Routing congestion map:
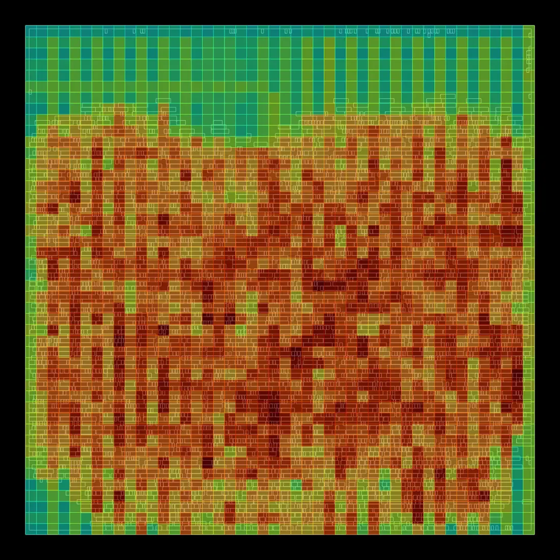
Signal wires by layer:
Bar = 100 µm. Two of the layers only.
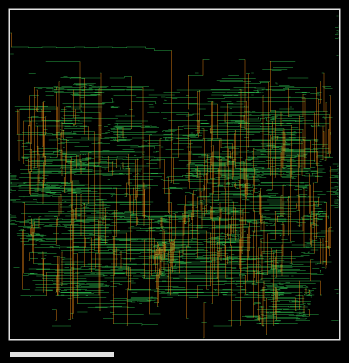
Sequential cells coloured by netlist name:
Bar = 100 µm.
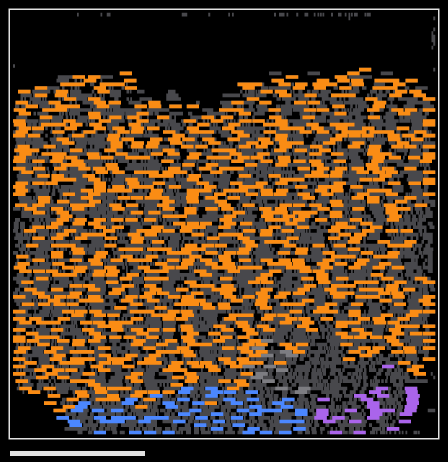
File: config.mk
export PLATFORM = sky130hd
export DESIGN_NAME = wb_commit_unit_flat
export DESIGN_NICKNAME = d
export VERILOG_FILES = /design/src/rtl/wb_commit_unit_if.sv /design/src/rtl/wb_commit_unit.sv /design/src/flat_wrapper.sv
export SDC_FILE = /design/constraint.sdc
export NUM_CORES = 2
export LEC_CHECK = 0
export CAP_MARGIN = 10
export CORE_MARGIN = 2
export CORE_UTILIZATION = 60
export CTS_BUF_LIST = sky130_fd_sc_hd__clkbuf_16
export DETAILED_ROUTE_END_ITERATION = 12
export PLACE_DENSITY = 0.79
export SETUP_SLACK_MARGIN = 0.1
export SYNTH_ARGS = -nofsm -noshare
export SYNTH_HDL_FRONTEND = slang
export SYNTH_SLANG_ARGS = --single-unit
File: constraint.sdc
create_clock -name clk -period 9.07 [get_ports clk]
set_input_delay 1.814 -clock clk [delete_from_list [all_inputs] [get_ports clk]]
set_output_delay 1.814 -clock clk [all_outputs]
set_load 0.05 [all_outputs]
File: src/rtl/wb_commit_unit_if.sv
// Writeback commit bundle: port A (execute, valid/ready), port B (divider), divide issue,
// two GPR read ports with pending flags, and the optional perf counters.
interface wb_commit_unit_if #(
  parameter int BITWIDTH = 32,
  parameter int REGNUM   = 32
);
  localparam int IDXW = $clog2(REGNUM);

  logic                a_valid;
  logic                a_ready;
  logic [BITWIDTH-1:0] a_data;
  logic [IDXW-1:0]     a_rd;

  logic                b_valid;
  logic [BITWIDTH-1:0] b_data;
  logic [IDXW-1:0]     b_rd;

  logic                div_issue_valid;
  logic [IDXW-1:0]     div_issue_rd;

  logic [IDXW-1:0]     rs1_addr;
  logic [IDXW-1:0]     rs2_addr;
  logic [BITWIDTH-1:0] rs1_data;
  logic [BITWIDTH-1:0] rs2_data;
  logic                rs1_pending;
  logic                rs2_pending;

  logic                wb_busy;
  logic [31:0]         perf_commit_cnt;
  logic [31:0]         perf_stall_cnt;

  modport master (
    output a_valid, a_data, a_rd, b_valid, b_data, b_rd,
           div_issue_valid, div_issue_rd, rs1_addr, rs2_addr,
    input  a_ready, rs1_data, rs2_data, rs1_pending, rs2_pending,
           wb_busy, perf_commit_cnt, perf_stall_cnt
  );

  modport slave (
    input  a_valid, a_data, a_rd, b_valid, b_data, b_rd,
           div_issue_valid, div_issue_rd, rs1_addr, rs2_addr,
    output a_ready, rs1_data, rs2_data, rs1_pending, rs2_pending,
           wb_busy, perf_commit_cnt, perf_stall_cnt
  );
endinterface

File: src/rtl/wb_commit_unit.sv
// GPR file with one write port: divider results (port B) take priority over a 2-entry FIFO of
// execute results (port A); bypassed read ports and pending-write hazards. WB_COMMIT_PERF_EN adds counters.
module wb_commit_unit #(
  parameter int BITWIDTH  = 32,
  parameter int REGNUM    = 32,
  parameter int FIFODEPTH = 2
) (
  input logic             clk,
  input logic             rst_n,
  wb_commit_unit_if.slave bus
);
  localparam int IDXW = $clog2(REGNUM);

  logic [BITWIDTH-1:0] fifo_dat_q [2];
  logic [IDXW-1:0]     fifo_rd_q  [2];
  logic                wr_ptr_q, wr_ptr_d;
  logic                rd_ptr_q, rd_ptr_d;
  logic [1:0]          cnt_q, cnt_d;
  logic [REGNUM-1:0]   busy_q, busy_d, b_clr, busy_live;
  logic [BITWIDTH-1:0] gpr_q [REGNUM];

  logic                push, pop, fifo_nempty, wr_en;
  logic [IDXW-1:0]     wr_rd, head_rd, tail_rd;
  logic [BITWIDTH-1:0] wr_dat;
  logic                head_live, tail_live;

  assign fifo_nempty = (cnt_q != 2'd0);
  assign bus.a_ready = (cnt_q < 2'(FIFODEPTH));
  assign push        = bus.a_valid & bus.a_ready;
  assign pop         = fifo_nempty & ~bus.b_valid;
  // Gated by rst_n so the bypass cannot leak port-B data while reset is held.
  assign wr_en       = rst_n & (bus.b_valid | fifo_nempty);
  assign head_rd     = fifo_rd_q[rd_ptr_q];
  assign tail_rd     = fifo_rd_q[~rd_ptr_q];
  assign wr_rd       = bus.b_valid ? bus.b_rd   : head_rd;
  assign wr_dat      = bus.b_valid ? bus.b_data : fifo_dat_q[rd_ptr_q];

  always_comb begin
    wr_ptr_d = wr_ptr_q ^ push;
    rd_ptr_d = rd_ptr_q ^ pop;
    cnt_d    = cnt_q;
    case ({push, pop})
      2'b10:   cnt_d = cnt_q + 2'd1;
      2'b01:   cnt_d = cnt_q - 2'd1;
      default: cnt_d = cnt_q;
    endcase
  end

  assign b_clr = bus.b_valid ? (REGNUM'(1) << bus.b_rd) : '0;

  // Set is applied after clear so a same-cycle reissue keeps the register busy.
  always_comb begin
    busy_d = busy_q & ~b_clr;
    if (bus.div_issue_valid && bus.div_issue_rd != '0) begin
      busy_d[bus.div_issue_rd] = 1'b1;
    end
  end

  always_ff @(posedge clk or negedge rst_n) begin
    if (!rst_n) begin
      for (int i = 0; i < 2; i++) begin
        fifo_dat_q[i] <= '0;
        fifo_rd_q[i]  <= '0;
      end
      wr_ptr_q <= 1'b0;
      rd_ptr_q <= 1'b0;
      cnt_q    <= 2'd0;
      busy_q   <= '0;
    end else begin
      if (push) begin
        fifo_dat_q[wr_ptr_q] <= bus.a_data;
        fifo_rd_q[wr_ptr_q]  <= bus.a_rd;
      end
      wr_ptr_q <= wr_ptr_d;
      rd_ptr_q <= rd_ptr_d;
      cnt_q    <= cnt_d;
      busy_q   <= busy_d;
    end
  end

  always_ff @(posedge clk or negedge rst_n) begin
    if (!rst_n) begin
      for (int i = 0; i < REGNUM; i++) begin
        gpr_q[i] <= '0;
      end
    end else if (wr_en && wr_rd != '0) begin
      gpr_q[wr_rd] <= wr_dat;
    end
  end

  assign bus.rs1_data = (wr_en && bus.rs1_addr != '0 && wr_rd == bus.rs1_addr) ? wr_dat
                                                                               : gpr_q[bus.rs1_addr];
  assign bus.rs2_data = (wr_en && bus.rs2_addr != '0 && wr_rd == bus.rs2_addr) ? wr_dat
                                                                               : gpr_q[bus.rs2_addr];

  // The entry or busy bit being committed this cycle is no longer a hazard: its data is bypassed.
  assign head_live = fifo_nempty & bus.b_valid;
  assign tail_live = (cnt_q == 2'd2);
  assign busy_live = busy_q & ~b_clr;

  assign bus.rs1_pending = (bus.rs1_addr != '0) &
                           ((head_live & (head_rd == bus.rs1_addr)) |
                            (tail_live & (tail_rd == bus.rs1_addr)) |
                            busy_live[bus.rs1_addr]);
  assign bus.rs2_pending = (bus.rs2_addr != '0) &
                           ((head_live & (head_rd == bus.rs2_addr)) |
                            (tail_live & (tail_rd == bus.rs2_addr)) |
                            busy_live[bus.rs2_addr]);

  assign bus.wb_busy = fifo_nempty | (|busy_q);

`ifdef WB_COMMIT_PERF_EN
  logic [31:0] commit_cnt_q, commit_cnt_d;
  logic [31:0] stall_cnt_q, stall_cnt_d;

  assign commit_cnt_d = commit_cnt_q + {31'd0, wr_en};
  assign stall_cnt_d  = stall_cnt_q + {31'd0, (bus.a_valid & ~bus.a_ready)};

  always_ff @(posedge clk or negedge rst_n) begin
    if (!rst_n) begin
      commit_cnt_q <= '0;
      stall_cnt_q  <= '0;
    end else begin
      commit_cnt_q <= commit_cnt_d;
      stall_cnt_q  <= stall_cnt_d;
    end
  end

  assign bus.perf_commit_cnt = commit_cnt_q;
  assign bus.perf_stall_cnt  = stall_cnt_q;
`else
  assign bus.perf_commit_cnt = 32'd0;
  assign bus.perf_stall_cnt  = 32'd0;
`endif
endmodule

File: src/flat_wrapper.sv
// flat-port wrapper written by rule: the top's interface ports become plain ports
module wb_commit_unit_flat 
#(
  parameter int BITWIDTH  = 32,
  parameter int REGNUM    = 32,
  parameter int FIFODEPTH = 2
)
  (clk, rst_n, bus_a_valid, bus_a_data, bus_a_rd, bus_b_valid, bus_b_data, bus_b_rd, bus_div_issue_valid, bus_div_issue_rd, bus_rs1_addr, bus_rs2_addr, bus_a_ready, bus_rs1_data, bus_rs2_data, bus_rs1_pending, bus_rs2_pending, bus_wb_busy, bus_perf_commit_cnt, bus_perf_stall_cnt);
  wb_commit_unit_if #(.BITWIDTH(BITWIDTH), .REGNUM(REGNUM)) bus_i ();
  input logic clk;
  input logic rst_n;
  input wire logic [$bits(bus_i.a_valid)-1:0] bus_a_valid;
  input wire logic [$bits(bus_i.a_data)-1:0] bus_a_data;
  input wire logic [$bits(bus_i.a_rd)-1:0] bus_a_rd;
  input wire logic [$bits(bus_i.b_valid)-1:0] bus_b_valid;
  input wire logic [$bits(bus_i.b_data)-1:0] bus_b_data;
  input wire logic [$bits(bus_i.b_rd)-1:0] bus_b_rd;
  input wire logic [$bits(bus_i.div_issue_valid)-1:0] bus_div_issue_valid;
  input wire logic [$bits(bus_i.div_issue_rd)-1:0] bus_div_issue_rd;
  input wire logic [$bits(bus_i.rs1_addr)-1:0] bus_rs1_addr;
  input wire logic [$bits(bus_i.rs2_addr)-1:0] bus_rs2_addr;
  output wire logic [$bits(bus_i.a_ready)-1:0] bus_a_ready;
  output wire logic [$bits(bus_i.rs1_data)-1:0] bus_rs1_data;
  output wire logic [$bits(bus_i.rs2_data)-1:0] bus_rs2_data;
  output wire logic [$bits(bus_i.rs1_pending)-1:0] bus_rs1_pending;
  output wire logic [$bits(bus_i.rs2_pending)-1:0] bus_rs2_pending;
  output wire logic [$bits(bus_i.wb_busy)-1:0] bus_wb_busy;
  output wire logic [$bits(bus_i.perf_commit_cnt)-1:0] bus_perf_commit_cnt;
  output wire logic [$bits(bus_i.perf_stall_cnt)-1:0] bus_perf_stall_cnt;
  assign bus_i.a_valid = bus_a_valid;
  assign bus_i.a_data = bus_a_data;
  assign bus_i.a_rd = bus_a_rd;
  assign bus_i.b_valid = bus_b_valid;
  assign bus_i.b_data = bus_b_data;
  assign bus_i.b_rd = bus_b_rd;
  assign bus_i.div_issue_valid = bus_div_issue_valid;
  assign bus_i.div_issue_rd = bus_div_issue_rd;
  assign bus_i.rs1_addr = bus_rs1_addr;
  assign bus_i.rs2_addr = bus_rs2_addr;
  assign bus_a_ready = bus_i.a_ready;
  assign bus_rs1_data = bus_i.rs1_data;
  assign bus_rs2_data = bus_i.rs2_data;
  assign bus_rs1_pending = bus_i.rs1_pending;
  assign bus_rs2_pending = bus_i.rs2_pending;
  assign bus_wb_busy = bus_i.wb_busy;
  assign bus_perf_commit_cnt = bus_i.perf_commit_cnt;
  assign bus_perf_stall_cnt = bus_i.perf_stall_cnt;
  wb_commit_unit #(.BITWIDTH(BITWIDTH), .REGNUM(REGNUM), .FIFODEPTH(FIFODEPTH)) u_core (.clk(clk), .rst_n(rst_n), .bus(bus_i));
endmodule
==> summary.rpt <==
CELLS AND AREA
---------------------------------------------------------------------------
Non-CTS inverters                                                        10
Most common cell after layout, fill and taps aside             sky130_fd_sc_hd__dfrtp_1
Final Util                                                           0.6633
Logic cell area                                                   28550 µm²
Dominant class by area                                         multi-input combinational cells
Largest reg by FF count                                        u_core.gpr_q
Fraction of final layout cells sized beyond drive strength 1         0.2163

DIE
---------------------------------------------------------------------------
Horizontal die dimension                                           317.6 µm

WORST SETUP PATH
---------------------------------------------------------------------------
Worst Path Arrival                                                  5.94 ns
Cell seen most often among critical-path stages                sky130_fd_sc_hd__clkdlybuf4s50_1
Worst endpoint required time                                        7.26 ns
Buffer-and-inverter tally for the worst setup path                        4

STA
---------------------------------------------------------------------------
Unrepaired setup endpoints after global routing                       false
Post-Route Skew                                                  0.02814 ns
Post-layout worst setup margin                                     1.319 ns

LOGIC SYNTHESIS
---------------------------------------------------------------------------
Post-synth EDFFs                                                          0
Synth async-reset ratio                                               1.000
Number of unique standard cell types used by synthesis                   56
Number of warnings issued by yosys                                        0
Synth Area in XOR/XNOR                                             0.005639
Dominant kind of combinational cell                            multiplexers

PLACED DESIGN
---------------------------------------------------------------------------
PortBufs                                                                161
DP HPWL                                                            99910 µm

POWER AND IR DROP
---------------------------------------------------------------------------
Total design power                                                 20.43 mW

CLOCK NETWORK
---------------------------------------------------------------------------
Worst-case clock buffer depth                                             3

STATUS
---------------------------------------------------------------------------
Status                                                         complete, no violations

GRT
---------------------------------------------------------------------------
Global-route wire length before repair                            274100 µm

## Picture notes: 'routing congestion map'
global-route track usage on met1: 0.4727
routed length per instance: 28.65 µm
overall track demand over capacity in global routing: 0.3608
met2 GRT Util: 0.5419
met3 usage: 0.1119

## Picture notes: 'signal wires by layer'
| layer | colour | wire length |
|---|---|---|
| M4 | orange | 11400 µm |
| M3 | green | 24.3 mm |

## Picture notes: 'sequential cells coloured by netlist name'
| name in the netlist | colour | flops |
|---|---|---|
| `u_core.fifo_dat_q` | blue | 64 |
| `u_core.gpr_q` | orange | 1024 |
| `u_core.busy_q` | purple | 32 |
not coloured: 14
Seq group: 8.54 mW
share of cell area taken by flip-flops and latches: 0.4366

No activity file was given, so power comes from the tool's default toggle rates.
